## config.mk

```make
export PLATFORM = sky130hd
export DESIGN_NAME = fpu_issue_ctrl_flat
export DESIGN_NICKNAME = d
export VERILOG_FILES = /design/src/rtl/fpu_issue_ctrl_if.sv /design/src/rtl/fpu_issue_ctrl.sv /design/src/flat_wrapper.sv
export SDC_FILE = /design/constraint.sdc
export NUM_CORES = 1
export LEC_CHECK = 0
export CORE_MARGIN = 2
export CORE_UTILIZATION = 29
export DETAILED_ROUTE_END_ITERATION = 10
export PLACE_DENSITY = 0.86
export SLEW_MARGIN = 20
export SYNTH_ARGS = -nofsm -noshare
export SYNTH_HDL_FRONTEND = slang
export SYNTH_SLANG_ARGS = --single-unit
export TNS_END_PERCENT = 30
```

## constraint.sdc

```tcl
create_clock -name clk -period 3.5 [get_ports clk]
set_input_delay 1.05 -clock clk [delete_from_list [all_inputs] [get_ports clk]]
set_output_delay 1.05 -clock clk [all_outputs]
set_load 0.05 [all_outputs]
```

## src/rtl/fpu_issue_ctrl_if.sv

```systemverilog
// Handshake bundle between the FPU decode stage, the FPU sub-units and writeback.
// The issue controller connects through the slave modport; the environment drives the master side.
interface fpu_issue_ctrl_if #(
  parameter int N_UNITS = 4,
  parameter int DEPTH   = 4
);
  localparam int UID_W = $clog2(N_UNITS);
  localparam int CNT_W = $clog2(DEPTH) + 1;

  logic                       valid_in;
  logic                       ready_out;
  logic [UID_W-1:0]           unit_sel;
  logic [N_UNITS-1:0]         unit_valid;
  logic [N_UNITS-1:0]         unit_ready;
  logic [N_UNITS-1:0]         unit_done;
  logic [N_UNITS-1:0]         unit_ack;
  logic [N_UNITS-1:0][31:0]   unit_res;
  logic                       valid_out;
  logic                       ready_in;
  logic [31:0]                res_out;
  logic [CNT_W-1:0]           in_flight;

  modport master (
    output valid_in, unit_sel, unit_ready, unit_done, unit_res, ready_in,
    input  ready_out, unit_valid, unit_ack, valid_out, res_out, in_flight
  );

  modport slave (
    input  valid_in, unit_sel, unit_ready, unit_done, unit_res, ready_in,
    output ready_out, unit_valid, unit_ack, valid_out, res_out, in_flight
  );
endinterface

```

## src/rtl/fpu_issue_ctrl.sv

```systemverilog
// In-order issue/retire controller sharing one FPU request port across N_UNITS sub-units.
// A tag FIFO of unit IDs records issue order; only the oldest op's unit may retire.

module fpu_issue_lane #(
  parameter int LANE_ID = 0,
  parameter int UID_W   = 2
) (
  input  logic             issue_en,
  input  logic             valid_in,
  input  logic [UID_W-1:0] sel,
  input  logic [UID_W-1:0] head,
  input  logic             head_ok,
  input  logic             ack_en,
  input  logic             done,
  input  logic [31:0]      res,
  output logic             unit_valid,
  output logic             unit_ack,
  output logic             hit,
  output logic [31:0]      res_m
);
  logic is_sel;
  logic is_head;

  always_comb begin
    is_sel     = (sel == UID_W'(LANE_ID));
    is_head    = (head == UID_W'(LANE_ID));
    unit_valid = valid_in && issue_en && is_sel;
    // ack follows head + writeback ready; a unit only consumes it while its done is up
    unit_ack   = ack_en && is_head;
    hit        = head_ok && is_head && done;
    res_m      = hit ? res : 32'h0;
  end
endmodule

module fpu_issue_ctrl #(
  parameter int N_UNITS = 4,
  parameter int DEPTH   = 4
) (
  input logic          clk,
  input logic          reset,
  fpu_issue_ctrl_if.slave bus
);
  localparam int UID_W = $clog2(N_UNITS);
  localparam int PTR_W = $clog2(DEPTH);
  localparam int CNT_W = $clog2(DEPTH) + 1;

  logic [DEPTH-1:0][UID_W-1:0] tags_q, tags_d;
  logic [PTR_W-1:0]            wr_ptr_q, wr_ptr_d;
  logic [PTR_W-1:0]            rd_ptr_q, rd_ptr_d;
  logic [CNT_W-1:0]            count_q, count_d;

  logic                        full, empty, sel_ok;
  logic                        issue_en, head_ok, ack_en;
  logic                        ready_out, issue, retire, valid_out;
  logic [UID_W-1:0]            head;
  logic [N_UNITS-1:0]          valid_v, ack_v, hit_v;
  logic [N_UNITS-1:0][31:0]    res_m;
  logic [31:0]                 res_or;

  always_comb begin
    full      = (count_q == CNT_W'(DEPTH));
    empty     = (count_q == '0);
    // unit IDs beyond N_UNITS stall forever rather than alias onto a real unit
    sel_ok    = (int'(bus.unit_sel) < N_UNITS);
    issue_en  = !reset && !full && sel_ok;
    ready_out = issue_en && bus.unit_ready[bus.unit_sel];
    issue     = bus.valid_in && ready_out;
    head      = tags_q[rd_ptr_q];
    head_ok   = !reset && !empty;
    ack_en    = head_ok && bus.ready_in;
  end

  for (genvar k = 0; k < N_UNITS; k++) begin : g_lane
    fpu_issue_lane #(.LANE_ID(k), .UID_W(UID_W)) u_lane (
      .issue_en   (issue_en),
      .valid_in   (bus.valid_in),
      .sel        (bus.unit_sel),
      .head       (head),
      .head_ok    (head_ok),
      .ack_en     (ack_en),
      .done       (bus.unit_done[k]),
      .res        (bus.unit_res[k]),
      .unit_valid (valid_v[k]),
      .unit_ack   (ack_v[k]),
      .hit        (hit_v[k]),
      .res_m      (res_m[k])
    );
  end

  always_comb begin
    res_or = 32'h0;
    for (int k = 0; k < N_UNITS; k++) res_or = res_or | res_m[k];
    valid_out = |hit_v;
    retire    = valid_out && bus.ready_in;
  end

  always_comb begin
    tags_d   = tags_q;
    wr_ptr_d = wr_ptr_q;
    rd_ptr_d = rd_ptr_q;
    if (issue) begin
      tags_d[wr_ptr_q] = bus.unit_sel;
      wr_ptr_d         = wr_ptr_q + PTR_W'(1);
    end
    if (retire) rd_ptr_d = rd_ptr_q + PTR_W'(1);
    count_d = count_q + CNT_W'(issue) - CNT_W'(retire);
  end

  always_ff @(posedge clk) begin
    if (reset) begin
      tags_q   <= '0;
      wr_ptr_q <= '0;
      rd_ptr_q <= '0;
      count_q  <= '0;
    end else begin
      tags_q   <= tags_d;
      wr_ptr_q <= wr_ptr_d;
      rd_ptr_q <= rd_ptr_d;
      count_q  <= count_d;
    end
  end

  assign bus.ready_out  = ready_out;
  assign bus.unit_valid = valid_v;
  assign bus.unit_ack   = ack_v;
  assign bus.valid_out  = valid_out;
  assign bus.res_out    = res_or;
  assign bus.in_flight  = count_q;
endmodule
```

## src/flat_wrapper.sv

```systemverilog
// flat-port wrapper written by rule: the top's interface ports become plain ports
module fpu_issue_ctrl_flat 
#(
  parameter int N_UNITS = 4,
  parameter int DEPTH   = 4
)
  (clk, reset, bus_valid_in, bus_unit_sel, bus_unit_ready, bus_unit_done, bus_unit_res, bus_ready_in, bus_ready_out, bus_unit_valid, bus_unit_ack, bus_valid_out, bus_res_out, bus_in_flight);
  fpu_issue_ctrl_if #(.N_UNITS(N_UNITS), .DEPTH(DEPTH)) bus_i ();
  input logic clk;
  input logic reset;
  input wire logic [$bits(bus_i.valid_in)-1:0] bus_valid_in;
  input wire logic [$bits(bus_i.unit_sel)-1:0] bus_unit_sel;
  input wire logic [$bits(bus_i.unit_ready)-1:0] bus_unit_ready;
  input wire logic [$bits(bus_i.unit_done)-1:0] bus_unit_done;
  input wire logic [$bits(bus_i.unit_res)-1:0] bus_unit_res;
  input wire logic [$bits(bus_i.ready_in)-1:0] bus_ready_in;
  output wire logic [$bits(bus_i.ready_out)-1:0] bus_ready_out;
  output wire logic [$bits(bus_i.unit_valid)-1:0] bus_unit_valid;
  output wire logic [$bits(bus_i.unit_ack)-1:0] bus_unit_ack;
  output wire logic [$bits(bus_i.valid_out)-1:0] bus_valid_out;
  output wire logic [$bits(bus_i.res_out)-1:0] bus_res_out;
  output wire logic [$bits(bus_i.in_flight)-1:0] bus_in_flight;
  assign bus_i.valid_in = bus_valid_in;
  assign bus_i.unit_sel = bus_unit_sel;
  assign bus_i.unit_ready = bus_unit_ready;
  assign bus_i.unit_done = bus_unit_done;
  assign bus_i.unit_res = bus_unit_res;
  assign bus_i.ready_in = bus_ready_in;
  assign bus_ready_out = bus_i.ready_out;
  assign bus_unit_valid = bus_i.unit_valid;
  assign bus_unit_ack = bus_i.unit_ack;
  assign bus_valid_out = bus_i.valid_out;
  assign bus_res_out = bus_i.res_out;
  assign bus_in_flight = bus_i.in_flight;
  fpu_issue_ctrl #(.N_UNITS(N_UNITS), .DEPTH(DEPTH)) u_core (.clk(clk), .reset(reset), .bus(bus_i));
endmodule
```

Fig. 1: clock routing
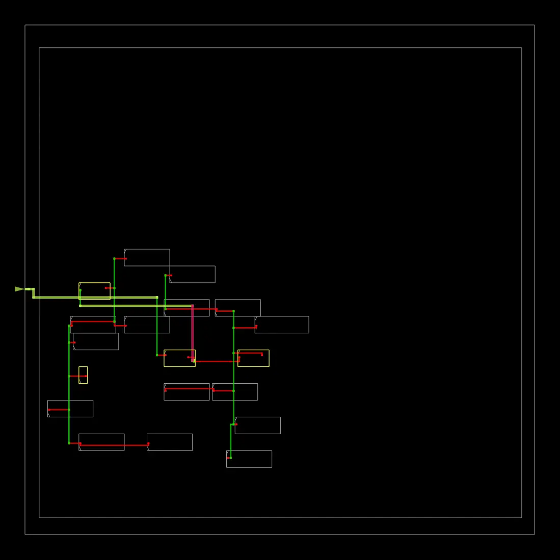
clk ins delay skew pair: 0.25 ns
number of buffers created by CTS: 3
flop count: 15
clock sinks: 15

Fig. 2: signal wires on met1
Supply wires on this layer in grey.
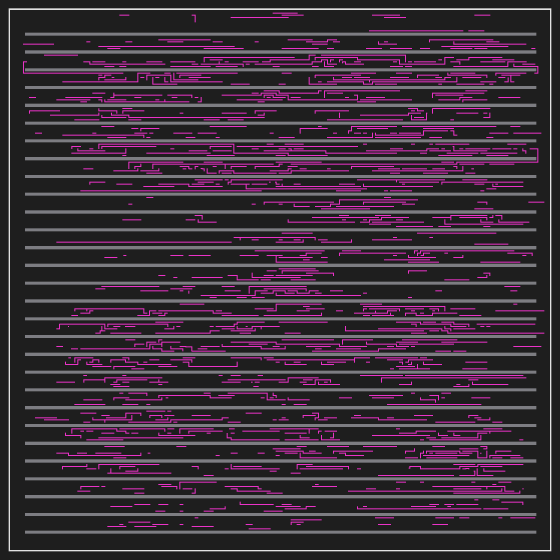
The layer holds 33% of the routed length. The layer carries 3430 microns of wire. The longest straight run is 27.6 microns. 472 nets have wire on it.

Fig. 3: gate families picked out
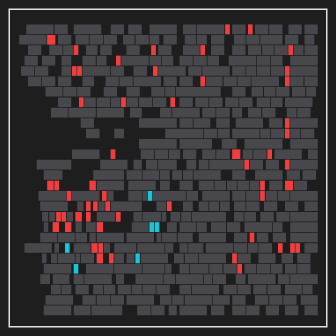
Key: inv cells = cyan [cells 6, where south]; nand cells = red [cells 54, where widely spread]
most common logic cell in the routed design: clkdlybuf4s50_1
Non-Filler Instances: 505
logic share of the area: 0.307

Fig. 4: PDN straps and rails
Pins as bars on the die edge.
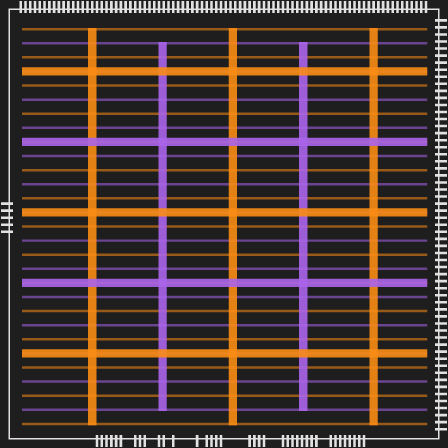
Key: VDD = purple; VSS = orange
5 straps on met5. The core has 28 rows. 187 signal pins sit on the boundary. 29 met1 rails follow the rows.

==> results.cfg <==
; synthesis and place-and-route metrics
[drt]
wl_met3_microns = 1100
met2_length_microns = 5700

[sta]
fin_crit_sh = 0.991
setup_viol = 0
drv_slew = 0
max_freq_mhz = 288
timing.hold.ws_ns = 0.465

[global_routing]
met3_usage = 0.0913
grtUsageTotal = 0.258
antenna_found_initial = 1
grt_start_max_net_pins = 33
grt-busiest-layer = met2

[min_path]
worstHoldStart = u_core.tags_q[5]$_SDFFE_PP0P_

[clocking]
clkTransAtPathRegs_ns = 0.06
cts_hold_buf = 0
cts-root-buf = clkbuf_8

[place]
dp_cells = 482

[worst_setup_path]
r2r-end = u_core.bus.in_flight[2]$_SDFF_PP0_
critical_path.cell_chain = mux4_2 > buf_4 > and4b_1 > buf_12 > buf_12 > a32oi_1 > nand2_1 > buf_12
critPathBufInv = 4
cpPeakStageDelay_ns = 0.63

[pwr]
maxPowerGroup = combinational logic
clkPwrFrac = 0.117
power_switching_w = 0.000474
power_density_nw_per_um2 = 257
p_int_w = 0.000715
powerSeq_w = 0.000199

[synth]
yosys.area.top_type_share = 0.168

[layout]
clock_tree_area_fraction = 0.00974
largest_cell_class = buffers
most-common-layout-cells = clkdlybuf4s50_1 (139), buf_12 (46), nand2_1 (43), a32oi_1 (31), buf_4 (25)
signal_buffer_area_fraction = 0.591
largest_reg_flops = 8
antenna_cells = 2
drive_above_1_share = 0.276

[status]
status = completed
